**src/rtl/cpu_types_pkg.sv**
```systemverilog
// Shared types for the MEM stage: data/register widths, writeback source
// select encoding and the MEM-stage FSM states.
package cpu_types_pkg;
   localparam int DEF_WORD_W  = 32;
   localparam int DEF_REG_A_W = 5;

   typedef logic [DEF_WORD_W-1:0]  word_t;
   typedef logic [DEF_REG_A_W-1:0] regbits_t;

   // 2'b11 is unassigned and falls back to the ALU result
   typedef enum logic [1:0] {
      WSRC_ALU  = 2'b00,
      WSRC_LOAD = 2'b01,
      WSRC_LINK = 2'b10
   } wsrc_t;

   typedef enum logic [1:0] {
      IDLE  = 2'b00,
      BUSY  = 2'b01,
      DONE  = 2'b10,
      DRAIN = 2'b11
   } mem_state_t;
endpackage

```
**src/rtl/memory_stage_if.sv**
```systemverilog
// Data-cache port of the MEM stage. Request (dmemREN/dmemWEN with address and
// store data) is held stable by the master until the slave answers with dhit;
// dmemload is only meaningful in a cycle where dhit is high.
interface memory_stage_if #(
   parameter int WORD_W = 32
);
   logic              dmemREN;
   logic              dmemWEN;
   logic [WORD_W-1:0] dmemaddr;
   logic [WORD_W-1:0] dmemstore;
   logic              dhit;
   logic [WORD_W-1:0] dmemload;

   modport master (
      output dmemREN, dmemWEN, dmemaddr, dmemstore,
      input  dhit, dmemload
   );

   modport slave (
      input  dmemREN, dmemWEN, dmemaddr, dmemstore,
      output dhit, dmemload
   );
endinterface

```
**src/rtl/mem_wb_reg.sv**
```systemverilog
// MEM/WB pipeline latch: advances on en, flush inserts a bubble, halt is
// sticky until reset and survives flushes.
module mem_wb_reg #(
   parameter int WORD_W  = 32,
   parameter int REG_A_W = 5
) (
   input  logic               CLK,
   input  logic               nRST,
   input  logic               en,
   input  logic               flush,
   input  logic [WORD_W-1:0]  dat,
   input  logic [REG_A_W-1:0] sel,
   input  logic               wen,
   input  logic               halt,
   output logic [WORD_W-1:0]  wb_dat,
   output logic [REG_A_W-1:0] wb_sel,
   output logic               wb_wen,
   output logic               wb_halt
);
   always_ff @(posedge CLK or negedge nRST) begin
      if (!nRST) begin
         wb_dat  <= '0;
         wb_sel  <= '0;
         wb_wen  <= 1'b0;
         wb_halt <= 1'b0;
      end else if (flush) begin
         wb_dat  <= '0;
         wb_sel  <= '0;
         wb_wen  <= 1'b0;
      end else if (en) begin
         wb_dat  <= dat;
         wb_sel  <= sel;
         wb_wen  <= wen;
         wb_halt <= wb_halt | halt;
      end
   end
endmodule

```
**src/rtl/memory_stage.sv**
```systemverilog
// MEM pipeline stage: dcache handshake FSM with request register, writeback
// source mux and the MEM/WB latch.
module memory_stage
   import cpu_types_pkg::*;
#(
   parameter int WORD_W  = DEF_WORD_W,
   parameter int REG_A_W = DEF_REG_A_W
) (
   input  logic               CLK,
   input  logic               nRST,
   input  logic               mem_en,
   input  logic               flush,
   input  logic [WORD_W-1:0]  alu_out,
   input  logic [WORD_W-1:0]  store_dat,
   input  logic               dren,
   input  logic               dwen,
   input  logic               reg_wen,
   input  logic [REG_A_W-1:0] wsel,
   input  logic [WORD_W-1:0]  link_dat,
   input  logic [1:0]         wsrc,
   input  logic               halt,
   memory_stage_if.master     dcif,
   output logic               mem_stall,
   output logic [WORD_W-1:0]  wb_dat,
   output logic [REG_A_W-1:0] wb_sel,
   output logic               wb_wen,
   output logic               wb_halt,
   output mem_state_t         state
);
   mem_state_t state_q, state_d;

   logic [WORD_W-1:0]  req_addr, req_store, req_link, load_q;
   logic [REG_A_W-1:0] req_sel;
   logic [1:0]         req_wsrc;
   logic               req_ren, req_wen, req_rwen;

   logic               acc_ren, acc_wen, access;
   logic               ren_c, wen_c, stall_c, cap_req, cap_load;
   logic [WORD_W-1:0]  addr_c, store_c;

   // Halt instructions never touch memory; load wins over store.
   assign acc_ren = dren & ~halt;
   assign acc_wen = dwen & ~dren & ~halt;
   assign access  = acc_ren | acc_wen;

   always_comb begin
      state_d  = state_q;
      ren_c    = 1'b0;
      wen_c    = 1'b0;
      addr_c   = alu_out;
      store_c  = store_dat;
      stall_c  = 1'b0;
      cap_req  = 1'b0;
      cap_load = 1'b0;
      case (state_q)
         IDLE: begin
            ren_c   = acc_ren;
            wen_c   = acc_wen;
            stall_c = access & ~dcif.dhit;
            if (access && !dcif.dhit) begin
               cap_req = 1'b1;
               state_d = BUSY;
            end else if (access && !mem_en && !flush) begin
               // zero-wait hit the latch cannot take yet: park it in DONE
               cap_req  = 1'b1;
               cap_load = 1'b1;
               state_d  = DONE;
            end
         end
         BUSY: begin
            ren_c   = req_ren;
            wen_c   = req_wen;
            addr_c  = req_addr;
            store_c = req_store;
            stall_c = ~dcif.dhit;
            if (dcif.dhit) begin
               cap_load = 1'b1;
               state_d  = (mem_en || flush) ? IDLE : DONE;
            end else if (flush) begin
               state_d = DRAIN;
            end
         end
         DONE: begin
            addr_c  = req_addr;
            store_c = req_store;
            if (mem_en || flush) state_d = IDLE;
         end
         default: begin
            // the cache cannot abort, so keep asking until it answers
            ren_c   = req_ren;
            wen_c   = req_wen;
            addr_c  = req_addr;
            store_c = req_store;
            stall_c = 1'b1;
            if (dcif.dhit) state_d = IDLE;
         end
      endcase
   end

   always_ff @(posedge CLK or negedge nRST) begin
      if (!nRST) begin
         state_q   <= IDLE;
         req_addr  <= '0;
         req_store <= '0;
         req_link  <= '0;
         req_sel   <= '0;
         req_wsrc  <= '0;
         req_ren   <= 1'b0;
         req_wen   <= 1'b0;
         req_rwen  <= 1'b0;
         load_q    <= '0;
      end else begin
         state_q <= state_d;
         if (cap_req) begin
            req_addr  <= alu_out;
            req_store <= store_dat;
            req_link  <= link_dat;
            req_sel   <= wsel;
            req_wsrc  <= wsrc;
            req_ren   <= acc_ren;
            req_wen   <= acc_wen;
            req_rwen  <= reg_wen;
         end
         if (cap_load) load_q <= dcif.dmemload;
      end
   end

   // Requests and stall are gated by reset so they drop without waiting for a clock.
   assign dcif.dmemREN   = nRST & ren_c;
   assign dcif.dmemWEN   = nRST & wen_c;
   assign dcif.dmemaddr  = nRST ? addr_c : '0;
   assign dcif.dmemstore = nRST ? store_c : '0;
   assign mem_stall      = nRST & stall_c;
   assign state          = state_q;

   logic               use_req;
   logic [1:0]         wsrc_m;
   logic [WORD_W-1:0]  wb_in_dat, load_m;
   logic [REG_A_W-1:0] sel_m;
   logic               rwen_m, halt_m;

   assign use_req = (state_q != IDLE);
   assign wsrc_m  = use_req ? req_wsrc : wsrc;
   assign sel_m   = use_req ? req_sel  : wsel;
   assign rwen_m  = use_req ? req_rwen : reg_wen;
   // a captured access can never be a halt, so only the IDLE path carries it
   assign halt_m  = ~use_req & halt;
   assign load_m  = (state_q == DONE) ? load_q : dcif.dmemload;

   always_comb begin
      case (wsrc_m)
         WSRC_LOAD: wb_in_dat = load_m;
         WSRC_LINK: wb_in_dat = use_req ? req_link : link_dat;
         default:   wb_in_dat = use_req ? req_addr : alu_out;
      endcase
   end

   mem_wb_reg #(
      .WORD_W  (WORD_W),
      .REG_A_W (REG_A_W)
   ) u_mem_wb_reg (
      .CLK     (CLK),
      .nRST    (nRST),
      .en      (mem_en & ~stall_c),
      .flush   (flush),
      .dat     (wb_in_dat),
      .sel     (sel_m),
      .wen     (rwen_m),
      .halt    (halt_m),
      .wb_dat  (wb_dat),
      .wb_sel  (wb_sel),
      .wb_wen  (wb_wen),
      .wb_halt (wb_halt)
   );
endmodule

```
**src/flat_wrapper.sv**
```systemverilog
// flat-port wrapper written by rule: the top's interface ports become plain ports
module memory_stage_flat import cpu_types_pkg::*;
#(
   parameter int WORD_W  = DEF_WORD_W,
   parameter int REG_A_W = DEF_REG_A_W
)
  (CLK, nRST, mem_en, flush, alu_out, store_dat, dren, dwen, reg_wen, wsel, link_dat, wsrc, halt, mem_stall, wb_dat, wb_sel, wb_wen, wb_halt, state, dcif_dmemREN, dcif_dmemWEN, dcif_dmemaddr, dcif_dmemstore, dcif_dhit, dcif_dmemload);
  memory_stage_if #(.WORD_W(WORD_W)) dcif_i ();
  input  logic CLK;
  input  logic nRST;
  input  logic mem_en;
  input  logic flush;
  input  logic [WORD_W-1:0] alu_out;
  input  logic [WORD_W-1:0] store_dat;
  input  logic dren;
  input  logic dwen;
  input  logic reg_wen;
  input  logic [REG_A_W-1:0] wsel;
  input  logic [WORD_W-1:0] link_dat;
  input  logic [1:0] wsrc;
  input  logic halt;
  output logic mem_stall;
  output logic [WORD_W-1:0] wb_dat;
  output logic [REG_A_W-1:0] wb_sel;
  output logic wb_wen;
  output logic wb_halt;
  output mem_state_t state;
  output wire logic [$bits(dcif_i.dmemREN)-1:0] dcif_dmemREN;
  output wire logic [$bits(dcif_i.dmemWEN)-1:0] dcif_dmemWEN;
  output wire logic [$bits(dcif_i.dmemaddr)-1:0] dcif_dmemaddr;
  output wire logic [$bits(dcif_i.dmemstore)-1:0] dcif_dmemstore;
  input wire logic [$bits(dcif_i.dhit)-1:0] dcif_dhit;
  input wire logic [$bits(dcif_i.dmemload)-1:0] dcif_dmemload;
  assign dcif_dmemREN = dcif_i.dmemREN;
  assign dcif_dmemWEN = dcif_i.dmemWEN;
  assign dcif_dmemaddr = dcif_i.dmemaddr;
  assign dcif_dmemstore = dcif_i.dmemstore;
  assign dcif_i.dhit = dcif_dhit;
  assign dcif_i.dmemload = dcif_dmemload;
  memory_stage #(.WORD_W(WORD_W), .REG_A_W(REG_A_W)) u_core (.CLK(CLK), .nRST(nRST), .mem_en(mem_en), .flush(flush), .alu_out(alu_out), .store_dat(store_dat), .dren(dren), .dwen(dwen), .reg_wen(reg_wen), .wsel(wsel), .link_dat(link_dat), .wsrc(wsrc), .halt(halt), .dcif(dcif_i), .mem_stall(mem_stall), .wb_dat(wb_dat), .wb_sel(wb_sel), .wb_wen(wb_wen), .wb_halt(wb_halt), .state(state));
endmodule
```
**config.mk**
```make
export PLATFORM = sky130hd
export DESIGN_NAME = memory_stage_flat
export DESIGN_NICKNAME = d
export VERILOG_FILES = /design/src/rtl/cpu_types_pkg.sv /design/src/rtl/memory_stage_if.sv /design/src/rtl/mem_wb_reg.sv /design/src/rtl/memory_stage.sv /design/src/flat_wrapper.sv
export SDC_FILE = /design/constraint.sdc
export NUM_CORES = 1
export LEC_CHECK = 0
export ABC_AREA = 1
export CAP_MARGIN = 20
export CORE_ASPECT_RATIO = 1.4
export CORE_UTILIZATION = 40
export DETAILED_ROUTE_END_ITERATION = 8
export GPL_TIMING_DRIVEN = 0
export HOLD_SLACK_MARGIN = 0.12
export PLACE_DENSITY = 0.77
export SLEW_MARGIN = 20
export SYNTH_ARGS = -nofsm -noshare
export SYNTH_HDL_FRONTEND = slang
export SYNTH_SLANG_ARGS = --single-unit
```
**constraint.sdc**
```tcl
create_clock -name CLK -period 6.88 [get_ports CLK]
set_input_delay 2.064 -clock CLK [delete_from_list [all_inputs] [get_ports CLK]]
set_output_delay 2.064 -clock CLK [all_outputs]
set_load 0.01 [all_outputs]
```
==> flow_summary.toml <==
# physical design summary
[run_status]
status = "complete, no violations"

[clocking]
clk_pin_slew_ns = 0.07
post_cts_resized = 0
hold_buffers = 0
htree_levels = 4
clockBufferDepth = 2
cts_root_buffer = "clkbuf_16"
cts_setup_buffers = 0
insertion_delay_ns = 0.45
cts_buffers = 17

[yosys]
yosysMostFrequentCell = "nand2_1"
synth_warnings = 0
yosysCellCount = 1425
yosysUniqueCellTypes = 30
ys.flop_type = "dfrtp_1"
edf_count = 0
ys_top_logic_family = "simple AND/OR/NAND/NOR gates"
common_cells = "425 x nand2_1, 214 x inv_1, 205 x o21ai_0, 179 x dfrtp_1, 176 x nand3_1"
synthCells = 1425
syn_area_sq_um = 10000
syn_area_per_cell_sq_um = 7.02
yosys.area_share.xor_xnor_pct = 0
postSynthSeqShare_pct = 44.8
ys_sh_aoi_pct = 12.6
floorplan.nets = 1571
top_area_share_pct = 44.8
synthAdderAreaFrac_pct = 0.250
async_reset_ff_share_pct = 100
yosysChipArea_sq_um = 10000
top_area_cell = "dfrtp_1"
ys_seq_elements = 179

[floorplanning]
io_pins = 252
dieWidth_um = 136
die_area_sq_um = 25700
core_area_sq_um = 24600
fp_util_pct = 40.7
placementRows = 68

[cells_and_area]
seq-cell-share_pct = 33.1
clkCellAreaFrac_pct = 4.21
flops = 179
clkbuf_count = 22
mostFrequentLayoutCells = "425 x nand2_1, 250 x clkdlybuf4s50_1, 214 x inv_1"
logic_gates = 932
utilization_pct = 55.0
lay_top_count = "nand2_1"
nNetsFinal = 1842
final_cells = 2026
antenna_cells = 4
drive_above_1_share_pct = 6.03
sh_comb_area_pct = 31.0
multiInputGateArea_sq_um = 4200
inv_count = 219
largest_cell_class = "flip-flops and latches"
n_fill_cell = 2319

[power]
p_comb_w = 0.00337
p_comb_share_pct = 54.8
pg_seq_w = 0.00180
power_density_nw_per_um2 = 455
total_power_w = 0.00615
cell_internal_pwr_w = 0.00345
switching_share_pct = 43.9
peakVddDrop_mv = 0.249
top_power_group = "combinational cells"
power.switching_w = 0.00270

[sta]
whs_ns = 0.478
fmax_mhz = 151
rsz0062_at_grt = "false"
period_used_pct = 96.4
tightest_slew_ns = 0.601
hold_viol = 0
totalNegativeSetupSlack_ns = 0
final-setup-viol-count = 0

[worst_setup_path]
path_class = "in2out"
crit_arrival_ns = 4.57
endpoint_kind = "primary output"
critPathTopFamily = "buffers and inverters"
cp-start-kind = "input port"
path_max_fanout = 98
cp_num_buf_inv = 5
cp.required_ns = 4.82
crit_slowest_cell = "clkdlybuf4s50_1"
critPathMaxStageDelay_ns = 0.59

[detailed_routing]
route.detailed.drc = 0
ant_nets = 0
first_iter_violations = 619
drtPass1Iterations = 5
route.met3.wl_um = 1960
wl_per_cell_um = 16.3
vias = 10200
routed.top_layer = "met4"
wl_um = 33100

[global_routing]
grt-ovfl-total = 0
top_usage_layer = "met2"
grt_usage_pct = 26.2
grt_pass1_vias = 9964
grt_use_met2_pct = 44.0
grt_pass1_wl_um = 51600
met3_usage_pct = 5.30

[flow_run]
max_cap_viol_count = 0
warning_count = 27

[placed_design]
place_area_sq_um = 12900
portBuffers = 251
hpwl_um = 24700
gp_congestion = 0.915
place_inst = 1992
pre_cts_ws_ns = 0.0171

[hold_path]
holdCritPathClass = "reg2reg"
[worst paths after layout]
path	start	to	slack (ns)	cells past startpoint
min in group asynchronous	nRST	u_core.u_mem_wb_reg.wb_dat[19]$_DFFE_PN0P_	1.52	1
max in group asynchronous	nRST	u_core.req_store[12]$_DFFE_PN0P_	4.50	2
max	nRST	dcif_dmemaddr[25]	0.24	6
max reg2reg	u_core.state[0]$_DFFE_PN0P_	u_core.u_mem_wb_reg.wb_dat[21]$_DFFE_PN0P_	3.65	12
min	u_core.u_mem_wb_reg.wb_halt$_DFFE_PN0P_	u_core.u_mem_wb_reg.wb_halt$_DFFE_PN0P_	0.48	2
min reg2reg	u_core.u_mem_wb_reg.wb_halt$_DFFE_PN0P_	u_core.u_mem_wb_reg.wb_halt$_DFFE_PN0P_	0.48	2
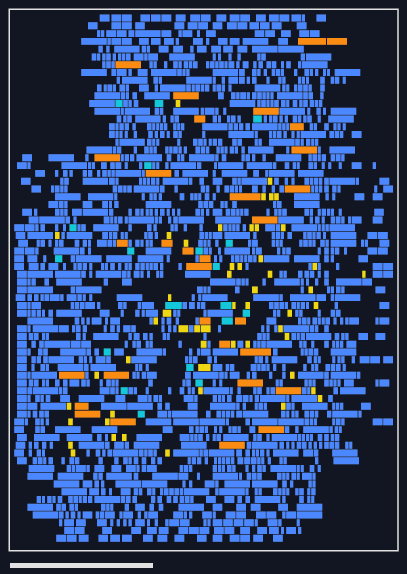
**Above:** sizing map.
The bar under the picture is 50 um long.
[orange] x6 and larger | cells: 31 | share: 1.8% | most used: clkbuf_16
[yellow] x2 | cells: 53 | share: 3.1% | most used: buf_2
[cyan] x3 and x4 | cells: 19 | share: 1.1% | most used: buf_4
[blue] x1 and smaller | cells: 1604 | share: 94% | most used: nand2_1
P&R area growth vs syn: 35.2%
Post-Layout Inst Area: 13500 sq um
Non-clk bufs: 347
final worst setup slack: 0.245 ns

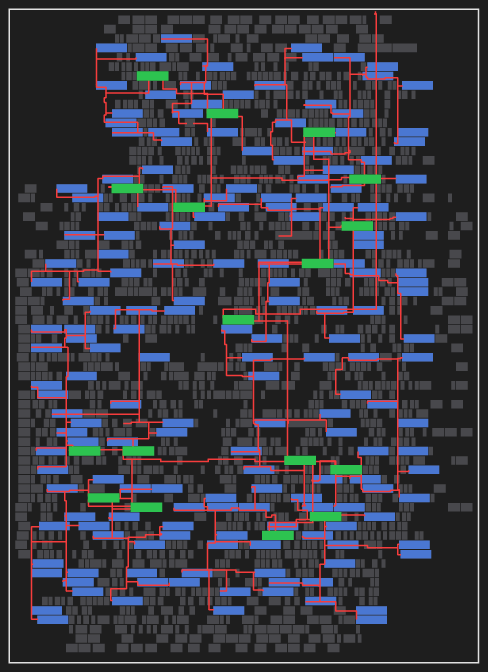
**Above:** routed clock nets over the placement.
[green] clock-net drivers | count: 17
[red] clock wires | length: 2460 um
[blue] flip-flops | count: 179
flops lie: widely spread
routed clock nets: 18
Worst Skew: 0.00975 ns
clock distribution power: 0.000980 W
clock share of power: 15.9%

Power and IR drop assume default switching activity.
